File: src/rtl/bram_read_arbiter_if.sv
// One requester's view of the shared BRAM read port: a request/grant handshake
// on the way in, and read data with a valid pulse on the way back.
interface bram_read_arbiter_if #(
  parameter int DATA_WIDTH = 12,
  parameter int ADDR_WIDTH = 19
);
  logic                  req;
  logic                  lock;
  logic [ADDR_WIDTH-1:0] addr;
  logic                  gnt;
  logic [DATA_WIDTH-1:0] rdata;
  logic                  rvalid;

  modport master (output req, lock, addr, input gnt, rdata, rvalid);
  modport slave  (input req, lock, addr, output gnt, rdata, rvalid);
endinterface

File: src/rtl/bram_read_arbiter.sv
// Shares the source-image BRAM read port between the LBP engine (A) and the
// host readback path (B): round-robin with burst lock, gated by a settle timer.
//
// state   | meaning
// S_INIT  | BRAM power-up settle, no grants
// S_FREE  | round-robin between A and B
// S_OWN_A | A holds the port under lock
// S_OWN_B | B holds the port under lock
module bram_read_arbiter #(
  parameter int DATA_WIDTH   = 12,
  parameter int ADDR_WIDTH   = 19,
  parameter int READ_LATENCY = 1,
  parameter int INIT_CYCLES  = 1024
) (
  input  logic                  clk_p,
  input  logic                  rst,
  bram_read_arbiter_if.slave    a_if,
  bram_read_arbiter_if.slave    b_if,
  output logic                  bram_en_o,
  output logic [ADDR_WIDTH-1:0] bram_addr_o,
  input  logic [DATA_WIDTH-1:0] bram_rdata_i,
  output logic                  init_done_o
);

  localparam int CW = $clog2(INIT_CYCLES) + 1;

  typedef enum logic [1:0] {S_INIT, S_FREE, S_OWN_A, S_OWN_B} state_t;

  state_t                  state_q;
  logic [CW-1:0]           init_cnt_q;
  logic                    init_done_q;
  logic                    last_b_q;
  logic                    bram_en_q;
  logic [ADDR_WIDTH-1:0]   bram_addr_q;
  logic                    en_id_q;
  logic [READ_LATENCY-1:0] sr_vld_q;
  logic [READ_LATENCY-1:0] sr_id_q;
  logic                    a_rvalid_q, b_rvalid_q;
  logic [DATA_WIDTH-1:0]   a_rdata_q, b_rdata_q;
  logic                    gnt_a_d, gnt_b_d;
  logic                    ret_a_d, ret_b_d;

  always_comb begin
    gnt_a_d = 1'b0;
    gnt_b_d = 1'b0;
    case (state_q)
      S_FREE: begin
        if (a_if.req && b_if.req) begin
          gnt_a_d = last_b_q;
          gnt_b_d = !last_b_q;
        end else begin
          gnt_a_d = a_if.req;
          gnt_b_d = b_if.req;
        end
      end
      S_OWN_A: gnt_a_d = a_if.req;
      S_OWN_B: gnt_b_d = b_if.req;
      default: ;
    endcase
  end

  // Oldest in-flight read is at the top of the shift register when its data is on bram_rdata_i.
  assign ret_a_d = sr_vld_q[READ_LATENCY-1] && !sr_id_q[READ_LATENCY-1];
  assign ret_b_d = sr_vld_q[READ_LATENCY-1] &&  sr_id_q[READ_LATENCY-1];

  always_ff @(posedge clk_p or posedge rst) begin
    if (rst) begin
      state_q     <= S_INIT;
      init_cnt_q  <= '0;
      init_done_q <= 1'b0;
      last_b_q    <= 1'b1;
      bram_en_q   <= 1'b0;
      bram_addr_q <= '0;
      en_id_q     <= 1'b0;
      sr_vld_q    <= '0;
      sr_id_q     <= '0;
      a_rvalid_q  <= 1'b0;
      b_rvalid_q  <= 1'b0;
      a_rdata_q   <= '0;
      b_rdata_q   <= '0;
    end else begin
      case (state_q)
        S_INIT: begin
          init_cnt_q <= init_cnt_q + CW'(1);
          if (init_cnt_q == CW'(INIT_CYCLES - 1)) begin
            init_done_q <= 1'b1;
            state_q     <= S_FREE;
          end
        end
        S_FREE: begin
          if (gnt_a_d && a_if.lock)      state_q <= S_OWN_A;
          else if (gnt_b_d && b_if.lock) state_q <= S_OWN_B;
        end
        // Lock low releases the port whether or not this cycle carried a grant.
        S_OWN_A: if (!a_if.lock) state_q <= S_FREE;
        S_OWN_B: if (!b_if.lock) state_q <= S_FREE;
        default: state_q <= S_INIT;
      endcase

      if (gnt_a_d)      last_b_q <= 1'b0;
      else if (gnt_b_d) last_b_q <= 1'b1;

      bram_en_q <= gnt_a_d || gnt_b_d;
      en_id_q   <= gnt_b_d;
      if (gnt_a_d)      bram_addr_q <= a_if.addr;
      else if (gnt_b_d) bram_addr_q <= b_if.addr;

      for (int i = READ_LATENCY - 1; i > 0; i--) begin
        sr_vld_q[i] <= sr_vld_q[i-1];
        sr_id_q[i]  <= sr_id_q[i-1];
      end
      sr_vld_q[0] <= bram_en_q;
      sr_id_q[0]  <= en_id_q;

      a_rvalid_q <= ret_a_d;
      b_rvalid_q <= ret_b_d;
      if (ret_a_d) a_rdata_q <= bram_rdata_i;
      if (ret_b_d) b_rdata_q <= bram_rdata_i;
    end
  end

  assign a_if.gnt    = gnt_a_d;
  assign b_if.gnt    = gnt_b_d;
  assign a_if.rvalid = a_rvalid_q;
  assign b_if.rvalid = b_rvalid_q;
  assign a_if.rdata  = a_rdata_q;
  assign b_if.rdata  = b_rdata_q;
  assign bram_en_o   = bram_en_q;
  assign bram_addr_o = bram_addr_q;
  assign init_done_o = init_done_q;

endmodule

File: src/flat_wrapper.sv
// flat-port wrapper written by rule: the top's interface ports become plain ports
module bram_read_arbiter_flat 
#(
  parameter int DATA_WIDTH   = 12,
  parameter int ADDR_WIDTH   = 19,
  parameter int READ_LATENCY = 1,
  parameter int INIT_CYCLES  = 1024
)
  (clk_p, rst, bram_en_o, bram_addr_o, bram_rdata_i, init_done_o, a_if_req, a_if_lock, a_if_addr, a_if_gnt, a_if_rdata, a_if_rvalid, b_if_req, b_if_lock, b_if_addr, b_if_gnt, b_if_rdata, b_if_rvalid);
  bram_read_arbiter_if #(.DATA_WIDTH(DATA_WIDTH), .ADDR_WIDTH(ADDR_WIDTH)) a_if_i ();
  bram_read_arbiter_if #(.DATA_WIDTH(DATA_WIDTH), .ADDR_WIDTH(ADDR_WIDTH)) b_if_i ();
  input  logic clk_p;
  input  logic rst;
  output logic bram_en_o;
  output logic [ADDR_WIDTH-1:0] bram_addr_o;
  input  logic [DATA_WIDTH-1:0] bram_rdata_i;
  output logic init_done_o;
  input wire logic [$bits(a_if_i.req)-1:0] a_if_req;
  input wire logic [$bits(a_if_i.lock)-1:0] a_if_lock;
  input wire logic [$bits(a_if_i.addr)-1:0] a_if_addr;
  output wire logic [$bits(a_if_i.gnt)-1:0] a_if_gnt;
  output wire logic [$bits(a_if_i.rdata)-1:0] a_if_rdata;
  output wire logic [$bits(a_if_i.rvalid)-1:0] a_if_rvalid;
  input wire logic [$bits(b_if_i.req)-1:0] b_if_req;
  input wire logic [$bits(b_if_i.lock)-1:0] b_if_lock;
  input wire logic [$bits(b_if_i.addr)-1:0] b_if_addr;
  output wire logic [$bits(b_if_i.gnt)-1:0] b_if_gnt;
  output wire logic [$bits(b_if_i.rdata)-1:0] b_if_rdata;
  output wire logic [$bits(b_if_i.rvalid)-1:0] b_if_rvalid;
  assign a_if_i.req = a_if_req;
  assign a_if_i.lock = a_if_lock;
  assign a_if_i.addr = a_if_addr;
  assign a_if_gnt = a_if_i.gnt;
  assign a_if_rdata = a_if_i.rdata;
  assign a_if_rvalid = a_if_i.rvalid;
  assign b_if_i.req = b_if_req;
  assign b_if_i.lock = b_if_lock;
  assign b_if_i.addr = b_if_addr;
  assign b_if_gnt = b_if_i.gnt;
  assign b_if_rdata = b_if_i.rdata;
  assign b_if_rvalid = b_if_i.rvalid;
  bram_read_arbiter #(.DATA_WIDTH(DATA_WIDTH), .ADDR_WIDTH(ADDR_WIDTH), .READ_LATENCY(READ_LATENCY), .INIT_CYCLES(INIT_CYCLES)) u_core (.clk_p(clk_p), .rst(rst), .a_if(a_if_i), .b_if(b_if_i), .bram_en_o(bram_en_o), .bram_addr_o(bram_addr_o), .bram_rdata_i(bram_rdata_i), .init_done_o(init_done_o));
endmodule
File: config.mk
export PLATFORM = sky130hd
export DESIGN_NAME = bram_read_arbiter_flat
export DESIGN_NICKNAME = d
export VERILOG_FILES = /design/src/rtl/bram_read_arbiter_if.sv /design/src/rtl/bram_read_arbiter.sv /design/src/flat_wrapper.sv
export SDC_FILE = /design/constraint.sdc
export NUM_CORES = 1
export LEC_CHECK = 0
export CORE_ASPECT_RATIO = 0.6
export CORE_MARGIN = 2
export CORE_UTILIZATION = 50
export CTS_CLUSTER_SIZE = 10
export DETAILED_ROUTE_END_ITERATION = 6
export DONT_BUFFER_PORTS = 1
export SLEW_MARGIN = 10
export SYNTH_ARGS = -nofsm -noshare
export SYNTH_HDL_FRONTEND = slang
export SYNTH_SLANG_ARGS = --single-unit
File: constraint.sdc
create_clock -name clk_p -period 2.4 [get_ports clk_p]
set_input_delay 0.48 -clock clk_p [delete_from_list [all_inputs] [get_ports clk_p]]
set_output_delay 0.48 -clock clk_p [all_outputs]
set_load 0.02 [all_outputs]
==> results.txt <==
impl run done, here's what came out: final slew viol count 0, post-synthesis sequential area ratio 57.5%, startpoint-to-endpoint class of the critical path flop to primary output, setup fix buffers added after clock tree synthesis 0, fraction of layout cells with a size suffix above 1 24.4%, worst-path maximum fanout 8, reg-to-reg setup timing slack 450 ps, fin util 57.5%, relative slew slack 56.9%, post-synthesis cell count 223, Synth Net Count 285, row cnt 21, number of cells on the worst reg-to-reg path 6, number of synthesized flops with an enable pin 0, outcome finished clean, drt first pass iters 4, Final Critical Period 2300 ps, Worst-path clk slew 80 ps, Largest type area fraction 56.5%, number of clock sinks 64, Worst EP required 1920 ps, clock skew after layout 10.6 ps, Least-Margin Pin Slew 646 ps, sum of net half-perimeters after detailed placement 4.33 mm, antenna violations before repair 1, simple share 9.87%, min-delay worst type input pin to flop, TritonCTS Buffers 9, width of the die 100 um, share of synthesized cell area in and-or and or-and compound cells 6.33%, warning count from the yosys run 0, GRT met2 Usage 28.9%, post-synthesis cell type with the largest instance count sky130_fd_sc_hd__dfrtp_1, area leader, netlist sky130_fd_sc_hd__dfrtp_1, average size of a mapped cell 12.5 um2, max-capacitance violation count 0, number of endpoints failing setup at the final stage 0, final clock period utilization by the worst path 95.9%, VDD IR-drop max 0.619 mV, vias in the first global route 1,728, pin count of the biggest net entering global routing 54, number of cells in Yosys stat 223, CORE AREA 0.00547 mm2, CTS H-tree lvls 3, Area growth, synth to finish 12.7%, clock latency of the later-clocked register in the worst-skew pair 330 ps, Top area cell types sky130_fd_sc_hd__dfrtp_1 (57%), sky130_fd_sc_hd__mux2_2 (10%), sky130_fd_sc_hd__mux2i_1 (6.8%), sky130_fd_sc_hd__a21oi_1 (3.6%), sky130_fd_sc_hd__nor3_1 (3.4%), count of routing violations after the opening detailed-route iteration 79, Total Power 4.81 mW, Hold Worst Slack 288 ps, Post-synth mux share 17.3%, cell leakage power 1.45 nW, number of port buffers 0, number of antenna diodes 0, Die ar. 0.00621 mm2, Boundary Pins 105, most used flip-flop cell sky130_fd_sc_hd__dfrtp_1, Worst Setup End Kind primary output, global-route wire length before repair 8.49 mm, GP Congestion 0.787
-- metrics by stage --
step | instances | worst slack, ps | cell area [um2]
after floorplan | 223 | 324 | 2790
after global placement | 286 | 555 | 2880
after detailed placement | 286 | 477 | 2880
after CTS | 303 | 87.3 | 3140
after global routing | 303 | 13.6 | 3140
final | 303 | 98.0 | 3140
-- worst paths after layout --
| check | from | endpoint |
|---|---|---|
| max | u_core.state_q[0] | a_if_gnt |
| min | bram_rdata_i[3] | u_core.b_if.rdata[3] |
| max reg2reg | u_core.state_q[0] | u_core.state_q[1] |
| min reg2reg | u_core.en_id_q | u_core.sr_id_q |
| max in group asynchronous | rst | u_core.last_b_q |
| min in group asynchronous | rst | u_core.bram_addr_o[18] |
-- worst max-delay path, cell delays in order (launching register included) --
cell                      delay [ps]
sky130_fd_sc_hd__dfrtp_1         430
sky130_fd_sc_hd__inv_1           100
sky130_fd_sc_hd__ha_1            300
sky130_fd_sc_hd__nand2_1          80
sky130_fd_sc_hd__or2_2           390
sky130_fd_sc_hd__inv_1           190
-- layout by cell type (no fill, tap or decap), types with 2 or more instances in the layout --
cell type | Yosys | final
sky130_fd_sc_hd__o21a_1 | 2 | 2
sky130_fd_sc_hd__inv_1 | 8 | 7
sky130_fd_sc_hd__mux2i_1 | 19 | 19
sky130_fd_sc_hd__dfrtp_1 | 63 | 63
sky130_fd_sc_hd__nand2b_1 | 2 | 2
sky130_fd_sc_hd__nand3_1 | 6 | 6
sky130_fd_sc_hd__bufinv_16 | 0 | 3
sky130_fd_sc_hd__or2_2 | 2 | 2
sky130_fd_sc_hd__a21oi_1 | 20 | 19
sky130_fd_sc_hd__nor3_1 | 19 | 19
sky130_fd_sc_hd__xnor2_1 | 6 | 6
sky130_fd_sc_hd__nand2_1 | 6 | 6
sky130_fd_sc_hd__mux2_2 | 25 | 25
sky130_fd_sc_hd__xor2_1 | 4 | 4
sky130_fd_sc_hd__buf_4 | 2 | 5
sky130_fd_sc_hd__and3_1 | 2 | 2
sky130_fd_sc_hd__clkbuf_8 | 0 | 10
sky130_fd_sc_hd__nand4_1 | 2 | 2
sky130_fd_sc_hd__ha_1 | 6 | 6
sky130_fd_sc_hd__nor2_1 | 5 | 5
-- layer usage --
layer  share of wire, %  wire length, um
met3                 11              660
met4               0.82               48
met5               0.22               13
met2                 45             2620
met1                 43             2520
-- layout make-up --
type                            instances  area [um2]  share of cell area (%)
Inverter                                8        30.0                   0.955
Tap cell                               69        86.3                    2.75
Timing Repair Buffer                    7        67.6                    2.15
Clock inverter                          6         115                    3.66
Multi-Input combinational cell        139        1100                    35.1
Clock buffer                           10         138                    4.38
Sequential cell                        64        1600                    51.0
-- what timing repair did --
item                                   4_1_cts  5_1_grt
endpoints found under the hold margin       11        0
setup endpoints to repair                    0        0
hold buffers                                 1        0
-- power by group --
| group | switching (mW) | total [mW] | internal, mW |
|---|---|---|---|
| registers | 0.818 | 2.36 | 1.55 |
| clock network | 0.422 | 1.15 | 0.723 |
| logic | 0.682 | 1.30 | 0.617 |
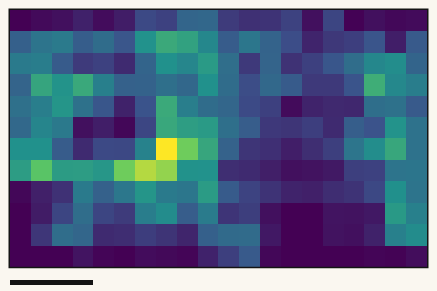
(wiring heat map)
Bar = 20 um. 20 x 12 tiles, from dark purple (low) to yellow (high), scaled to the fullest tile. Values are wire area over tile area, all layers added.
nearly empty tiles: 9.6%
fullest tile: 0.60
tiles over half the peak: 14%
mean over tiles: 0.16
drt wl/cell: 19.4 um
post-detailed-routing wire length: 5.86 mm
total vias in the final route: 1,751

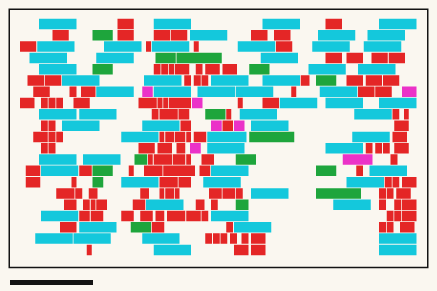
(placed cells, one colour a class)
Bar = 20 um.
| colour | class | cells |
|---|---|---|
| red | combinational and other logic | 147 |
| cyan | flops | 64 |
| magenta | other buffers and delay cells | 7 |
| green | clock drivers and dummy loads | 16 |

Power is estimated from default activity; no workload was simulated.
